`src/rtl/sdram_pkg.sv`:
```
// -----------------------------------------------------------------------------
// sdram_pkg
// Shared types and constants for the SDRAM frame address generator.
//   t_req_addr         : request word address at the default address width
//   t_rd_state         : read-request FSM state encoding
//   bursts_per_line()  : bursts needed to cover one display line
//   frame_words()      : words held by one complete frame
//   c_bursts_per_line  : bursts per line at the default geometry
//   c_frame_words      : words per frame at the default geometry
// The helper functions are evaluated at elaboration time only, so the
// product in frame_words() never becomes a hardware multiplier.
// -----------------------------------------------------------------------------
package sdram_pkg;

    localparam int c_def_burst_size  = 8;
    localparam int c_def_line_words  = 640;
    localparam int c_def_frame_lines = 480;
    localparam int c_def_addrw       = 24;
    localparam int c_def_buf_stride  = 524288;

    typedef logic [c_def_addrw-1:0] t_req_addr;

    typedef enum logic {
        IDLE  = 1'b0,
        ISSUE = 1'b1
    } t_rd_state;

    function automatic int bursts_per_line(input int line_words, input int burst_size);
        return line_words / burst_size;
    endfunction

    function automatic int frame_words(input int line_words, input int frame_lines);
        return line_words * frame_lines;
    endfunction

    localparam int c_bursts_per_line = bursts_per_line(c_def_line_words, c_def_burst_size);
    localparam int c_frame_words     = frame_words(c_def_line_words, c_def_frame_lines);

endpackage

```
`src/rtl/sdram_frame_addr_gen.sv`:
```
// -----------------------------------------------------------------------------
// sdram_frame_addr_gen
// Address/request scheduler in the SDRAM clock domain. The write side walks a
// camera frame burst by burst into one of two ping-pong buffers; the read side
// issues one line worth of read-burst requests per VGA line from the buffer
// that was most recently completed.
//
// Ports:
//   i_clk, i_rst        : SDRAM clock, synchronous active-high reset
//   i_new_frame         : VGA frame start pulse
//   i_new_line          : VGA line start pulse
//   i_wr_sof            : camera frame start pulse
//   i_wr_burst_fire     : controller accepted a write burst
//   o_wr_addr           : address of the next write burst
//   o_rd_req_valid      : read request valid
//   o_rd_req_addr       : read burst address (stable until accepted)
//   i_rd_req_ready      : read request FIFO ready
//   o_wr_buf, o_rd_buf  : buffer currently written / read
//   o_frame_avail       : at least one complete frame written
//   o_rd_overrun        : sticky, a line started before the previous finished
//   o_wr_abort          : sticky, camera restarted a frame part way through
// -----------------------------------------------------------------------------
module sdram_frame_addr_gen
    import sdram_pkg::*;
#(
    parameter int p_burst_size  = c_def_burst_size,
    parameter int p_line_words  = c_def_line_words,
    parameter int p_frame_lines = c_def_frame_lines,
    parameter int p_addrw       = c_def_addrw,
    parameter int p_buf_stride  = c_def_buf_stride
) (
    input  logic               i_clk,
    input  logic               i_rst,
    input  logic               i_new_frame,
    input  logic               i_new_line,
    input  logic               i_wr_sof,
    input  logic               i_wr_burst_fire,
    output logic [p_addrw-1:0] o_wr_addr,
    output logic               o_rd_req_valid,
    output logic [p_addrw-1:0] o_rd_req_addr,
    input  logic               i_rd_req_ready,
    output logic               o_wr_buf,
    output logic               o_rd_buf,
    output logic               o_frame_avail,
    output logic               o_rd_overrun,
    output logic               o_wr_abort
);

    localparam int c_bursts = bursts_per_line(p_line_words, p_burst_size);
    localparam int c_words  = frame_words(p_line_words, p_frame_lines);
    localparam int c_lw     = $clog2(p_frame_lines + 1);
    localparam int c_cw     = $clog2(c_bursts + 1);

    localparam logic [p_addrw-1:0] c_burst_inc = p_addrw'(p_burst_size);
    localparam logic [p_addrw-1:0] c_line_inc  = p_addrw'(p_line_words);
    localparam logic [p_addrw-1:0] c_frame_end = p_addrw'(c_words);
    localparam logic [p_addrw-1:0] c_stride    = p_addrw'(p_buf_stride);
    localparam logic [c_lw-1:0]    c_num_lines = c_lw'(p_frame_lines);
    localparam logic [c_lw-1:0]    c_one_line  = c_lw'(1);
    localparam logic [c_cw-1:0]    c_last_bst  = c_cw'(c_bursts - 1);
    localparam logic [c_cw-1:0]    c_one_bst   = c_cw'(1);

    function automatic logic [p_addrw-1:0] buf_base(input logic b);
        return b ? c_stride : '0;
    endfunction

    // write side state
    logic [p_addrw-1:0] wr_off;
    logic [p_addrw-1:0] wr_off_nxt;
    logic [p_addrw-1:0] wr_sum;
    logic               wr_buf_nxt;
    logic               wr_frame_done;
    logic               wr_abort_evt;

    // read side state
    t_rd_state          rd_state;
    logic [c_lw-1:0]    rd_line;
    logic [p_addrw-1:0] rd_line_base;
    logic [c_cw-1:0]    burst_cnt;
    logic               swap_pending;
    logic [c_lw-1:0]    eff_line;
    logic [p_addrw-1:0] eff_base;
    logic               eff_buf;
    logic               line_accept;
    logic               rd_fire;

    // Next write offset/buffer. A camera frame start always restarts the
    // offset, and a burst accepted in the same cycle already belongs to the
    // new frame, so the offset lands on one burst rather than zero.
    always_comb begin
        wr_sum        = wr_off + c_burst_inc;
        wr_off_nxt    = wr_off;
        wr_buf_nxt    = o_wr_buf;
        wr_frame_done = 1'b0;
        wr_abort_evt  = 1'b0;
        if (i_wr_sof) begin
            wr_abort_evt = (wr_off != '0);
            wr_off_nxt   = i_wr_burst_fire ? c_burst_inc : '0;
        end else if (i_wr_burst_fire) begin
            if (wr_sum == c_frame_end) begin
                wr_off_nxt    = '0;
                wr_buf_nxt    = ~o_wr_buf;
                wr_frame_done = 1'b1;
            end else begin
                wr_off_nxt = wr_sum;
            end
        end
    end

    // Write pointer register. The output address is precomputed from the
    // next-state values so it is valid one cycle after every update.
    always_ff @(posedge i_clk) begin
        if (i_rst) begin
            wr_off        <= '0;
            o_wr_buf      <= 1'b0;
            o_wr_addr     <= '0;
            o_frame_avail <= 1'b0;
            o_wr_abort    <= 1'b0;
        end else begin
            wr_off    <= wr_off_nxt;
            o_wr_buf  <= wr_buf_nxt;
            o_wr_addr <= buf_base(wr_buf_nxt) + wr_off_nxt;
            if (wr_frame_done) begin
                o_frame_avail <= 1'b1;
            end
            if (wr_abort_evt) begin
                o_wr_abort <= 1'b1;
            end
        end
    end

    // Frame start is applied before line start: when both pulse together,
    // the line counter, line base and read buffer seen by the line logic are
    // the post-frame-start values.
    always_comb begin
        eff_line    = i_new_frame ? '0 : rd_line;
        eff_base    = i_new_frame ? '0 : rd_line_base;
        eff_buf     = (i_new_frame && swap_pending) ? ~o_wr_buf : o_rd_buf;
        line_accept = i_new_line && (eff_line < c_num_lines);
        rd_fire     = (rd_state == ISSUE) && i_rd_req_ready;
    end

    // Read pointer and request FSM. An accepted line start always restarts
    // the burst sequence, even mid-line, which drops the unsent requests of
    // the previous line.
    always_ff @(posedge i_clk) begin
        if (i_rst) begin
            rd_state      <= IDLE;
            rd_line       <= '0;
            rd_line_base  <= '0;
            burst_cnt     <= '0;
            o_rd_req_addr <= '0;
            o_rd_buf      <= 1'b1;
            swap_pending  <= 1'b0;
            o_rd_overrun  <= 1'b0;
        end else begin
            o_rd_buf     <= eff_buf;
            swap_pending <= (swap_pending && !i_new_frame) || wr_frame_done;
            if (i_new_line && (rd_state == ISSUE)) begin
                o_rd_overrun <= 1'b1;
            end
            if (line_accept) begin
                rd_state      <= ISSUE;
                o_rd_req_addr <= buf_base(eff_buf) + eff_base;
                burst_cnt     <= '0;
                rd_line       <= eff_line + c_one_line;
                rd_line_base  <= eff_base + c_line_inc;
            end else begin
                rd_line      <= eff_line;
                rd_line_base <= eff_base;
                if (rd_fire) begin
                    o_rd_req_addr <= o_rd_req_addr + c_burst_inc;
                    burst_cnt     <= burst_cnt + c_one_bst;
                    if (burst_cnt == c_last_bst) begin
                        rd_state <= IDLE;
                    end
                end
            end
        end
    end

    assign o_rd_req_valid = (rd_state == ISSUE);

endmodule
```
`config.mk`:
```
export PLATFORM = sky130hd
export DESIGN_NAME = sdram_frame_addr_gen
export DESIGN_NICKNAME = d
export VERILOG_FILES = /design/src/rtl/sdram_pkg.sv /design/src/rtl/sdram_frame_addr_gen.sv
export SDC_FILE = /design/constraint.sdc
export NUM_CORES = 1
export LEC_CHECK = 0
export CORE_ASPECT_RATIO = 1.2
export CORE_MARGIN = 1.5
export CORE_UTILIZATION = 65
export CTS_CLUSTER_SIZE = 30
export DETAILED_ROUTE_END_ITERATION = 10
export DONT_BUFFER_PORTS = 1
export PLACE_DENSITY = 0.81
export SLEW_MARGIN = 20
export SYNTH_ARGS = -nofsm -noshare
export SYNTH_HDL_FRONTEND = slang
export SYNTH_SLANG_ARGS = --single-unit
```
`constraint.sdc`:
```
create_clock -name i_clk -period 5.3 [get_ports i_clk]
set_clock_uncertainty 0.2 [all_clocks]
set_input_delay 0.53 -clock i_clk [delete_from_list [all_inputs] [get_ports i_clk]]
set_output_delay 0.53 -clock i_clk [all_outputs]
set_load 0.05 [all_outputs]
```
==> images/route_heat.png <==
Bar = 20 um. The die is cut into 17 by 20 equal tiles; dark purple is low, yellow is high, scaled to the fullest tile. Values are wire area over tile area, all layers added.
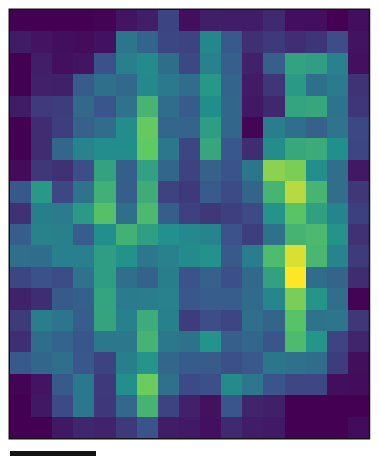
densest ninth of the die = right middle
nearly empty tiles = 6.8%
fullest tile = 0.69
mean over tiles = 0.21
emptiest ninth of the die = top left

==> images/clock_wires.png <==
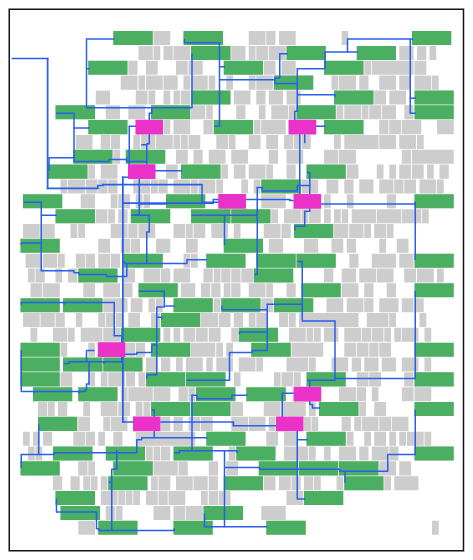
clock wires -> blue  # length 1060 um
clock-net drivers -> magenta  # count 9
flip-flops -> green  # count 97
flops lie = widely spread
routed clock nets = 10

==> images/m4.png <==
Bar = 20 um. Supply wires on this layer in gray.
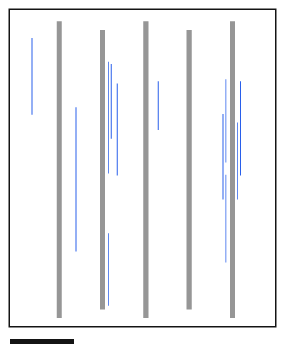
longest straight run = 44.9 um
share of all routed wire = 3.0%
wire length on this layer = 325 um
nets with wire on the layer = 11
main direction = vertical

==> summary.txt <==
Reports from this run.

- The number of global-route vias before repair is 3918.
- The maximum clock path buffer count is 2.
- The quantity of I/O buffers inserted on ports is 0.
- The clock input transition at the sequential cells of the worst setup and hold paths is 100 ps.
- The cell type of the slowest stage on the worst timing path is sky130_fd_sc_hd__dfxtp_1.
- The number of synthesized register bits is 97.
- The transition time at the pin with the least slew margin is 927 ps.
- The cell resize tally after clock tree synthesis reads 0.
- In the layout the commonest cells are sky130_fd_sc_hd__dfxtp_1, sky130_fd_sc_hd__nor2_1, sky130_fd_sc_hd__nand2_1, sky130_fd_sc_hd__xnor2_1, sky130_fd_sc_hd__xor2_1.
- The standard-cell row count reads 34.
- The summed negative setup slack over all endpoints is 0 ps.
- The core box area reads 7360 sq um.
- On the final layout, the worst hold slack is 31.7 ps.
- The depth of the worst hold-timing path reads 1.
- The run finished with clean final reports.
- For the worst setup path, the data required time is 5400 ps.
- The number of flops mapped to enable cells by yosys is 0.
- The uppermost layer routed reads met4.
- The number of hold buffers added after cts reads 0.
- In the log, the iteration count for the first detailed-route pass is 5.
- 0 antenna diodes ended up in the layout.
- The main area contributors are sky130_fd_sc_hd__dfxtp_1, sky130_fd_sc_hd__xnor2_1, sky130_fd_sc_hd__xor2_1, sky130_fd_sc_hd__nor2_1, sky130_fd_sc_hd__nand2_1.
- The routed length on met2 reads 5540 um.
- Summing all placed instances gives a cell area of 4810 sq um.
- The number of buffers created by CTS is 9.
- The synthesis-to-layout area growth reads 0.777%.
- The initial detailed-routing violation count reads 145.
- Global routing used 26.9% of the available tracks across all layers.
- The buffers inserted during post-CTS setup optimization is 0.
- The cell repeated most along the worst path reads sky130_fd_sc_hd__ha_1.
- The global-route wire length before repair reads 18200 um.
- The post-synthesis cell type count is 55.
- The number of maximum-capacitance violations recorded for the run is 0.
- The area share of the largest cell type after synthesis reads 38.9%.
- The main flop type after synthesis is sky130_fd_sc_hd__dfxtp_1.
- The endpoint of the lowest-slack register-to-register path is o_wr_addr[21].
- The share of final-layout standard cells stronger than drive strength 1 reads 5.31%.
- The final weighted congestion in routability-driven placement reads 0.907.
- The CTS tree reads done.
- The cell count after synthesis came out at 601.
- The worst-case max-slew headroom was logged as 38.2%.
- Once the floorplan was initialized, standard cells occupied 67.8% of the core.
- The width of the die is 83.0 um.
- The final period demand of the worst path reads 4260 ps.
- For reference, the top cells by count after synthesis are sky130_fd_sc_hd__dfxtp_1, sky130_fd_sc_hd__nor2_1, sky130_fd_sc_hd__nand2_1.
- Wire segments on met3 add up to 579 um in the final route.
- Summed over all layers, the routed wires come to 10900 um.
- Dividing the synthesized area by the synthesized cell count gives 8.30 sq um.
- The synthesis report gives the async set-or-reset register share as 0%.
- The cell type group with the largest total delay on the critical path is simple AND/OR/NAND/NOR gates.
- The startpoint of the lowest-slack register-to-register path reads o_wr_addr[4].
- The leakage component of the power reads 1.75 nW.
- The source-to-sink clock delay at the later pin of the worst-skew pair reads 360 ps.
- The number of warning messages in the yosys log is 0.
- The worst hold-check path type reads in2reg.
- The CTS log lists the clock sinks for this run as 97.
- The final clock period utilization by the worst path is 80.4%.
- Dividing total power by cell area gives a power density of 275 nW/um^2.
- The overall power of the completed layout is 1.38 mW.
- For this run, the detailed router reports a per-instance via density of 6.06.
- STA classifies the critical path startpoint as a flop.
- The final tally of hold violations reads 0.
- STA lists the maximum fanout along the critical path as 10.
- Setup repair after global routing left no endpoint under its margin.
- For this run, global-route usage on met1 was measured as 31.3%.
- In this run the clock root is driven by a sky130_fd_sc_hd__clkbuf_8.
- The die covers 8220 sq um.
- The total placed cells including tap cells is 639.
- The startpoint of the worst hold path is i_rst.
- Across the VDD grid, the largest voltage drop is 189 uV.
- The classification of the worst setup path reads reg2reg.
- In the hold report, the worst path ends at o_wr_addr[21].
- The number of nets with antenna violations after routing reads 0.
- The endpoint class of the critical path is a flop.
- Counting both buffers and inverters, the worst setup path holds a total of 0.
==> images/placed.png <==
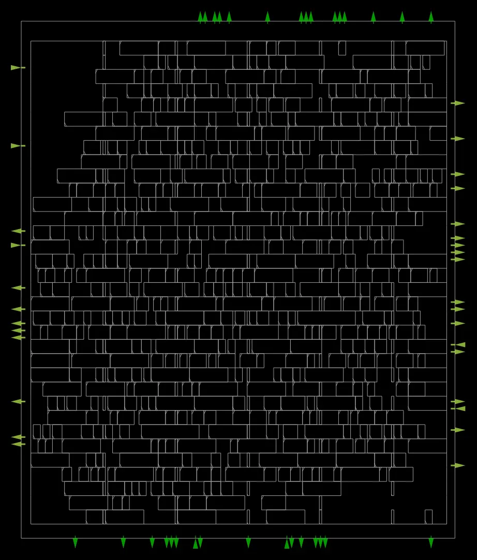
post-layout utilization of the core: 68.3%
Fill cells: 591
count of flip-flops and latches: 97
count of non-filler cells in the finished layout: 655

==> images/ff_map.png <==
Other sequential cells in the stronger gray, the rest of the logic in the fainter gray.
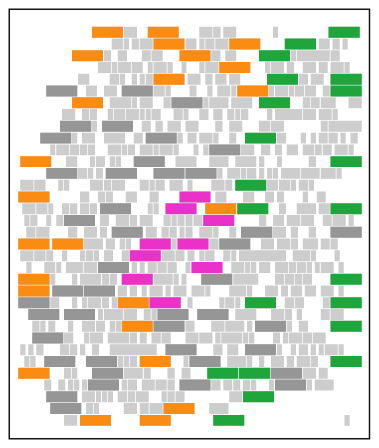
o_rd_req_addr -> orange  # placed flops 24
o_wr_addr -> green  # placed flops 21
rd_line -> magenta  # placed flops 9, where middle
register cell area after layout: 1940 sq um
proportion of cell area occupied by registers: 38.6%
Power Sequential: 0.796 mW

cell type report:
cell class                 count  area [sq um]  area share (%)
timing repair buffer           1          7.51           0.149
inverter                      10          37.5           0.746
tap                           90           113            2.24
clock inverter                 6          90.1            1.79
clock buffer                  10           128            2.54
sequential                    97          1940            38.6
multi-input combinational    441          2710            53.9
power by group:
group	leakage (nW)	internal (mW)	switching (mW)
clock	0.107	0.268	0.259
combinational	0.859	0.0200	0.0390
sequential	0.787	0.742	0.0540
total	1.75	1.03	0.352
worst max path at each step:
stage / startpoint / end / slack, ps / cells past startpoint
finish: o_wr_addr[4] / o_wr_addr[21] / 1040 / 12
global placement: o_wr_addr[4] / o_wr_addr[21] / 1270 / 12
CTS: o_wr_addr[4] / o_wr_addr[23] / 1080 / 13
detailed placement: o_wr_addr[4] / o_wr_addr[23] / 1100 / 13
floorplan: o_wr_addr[4] / o_wr_addr[21] / 1900 / 13
global route: o_wr_addr[4] / o_wr_addr[21] / 860 / 12
state kept, by name (all words and copies together) (netlist names):
name	cells
o_wr_abort	1
o_rd_buf	1
o_rd_overrun	1
o_rd_req_valid	1
burst_cnt	7
o_wr_buf	1
rd_line	9
o_frame_avail	1
o_rd_req_addr	24
o_wr_addr	21
swap_pending	1
wr_off	5
rd_line_base	24
cells by family (layout without fill, tap and decap cells):
| logic type | Yosys count | in the layout | share of synthesized area (%) |
|---|---|---|---|
| and+or+nand+nor | 268 | 268 | 27.5 |
| other | 1 | 3 | 0.0751 |
| adders and majority gates | 9 | 9 | 2.26 |
| xor gates and xnor gates | 72 | 72 | 12.6 |
| AOI/OAI and AO/OA | 87 | 87 | 11.2 |
| muxes | 2 | 2 | 0.426 |
| buffers and inverters | 65 | 27 | 6.97 |
| DFF | 97 | 97 | 38.9 |
Power is estimated from default activity; no workload was simulated.
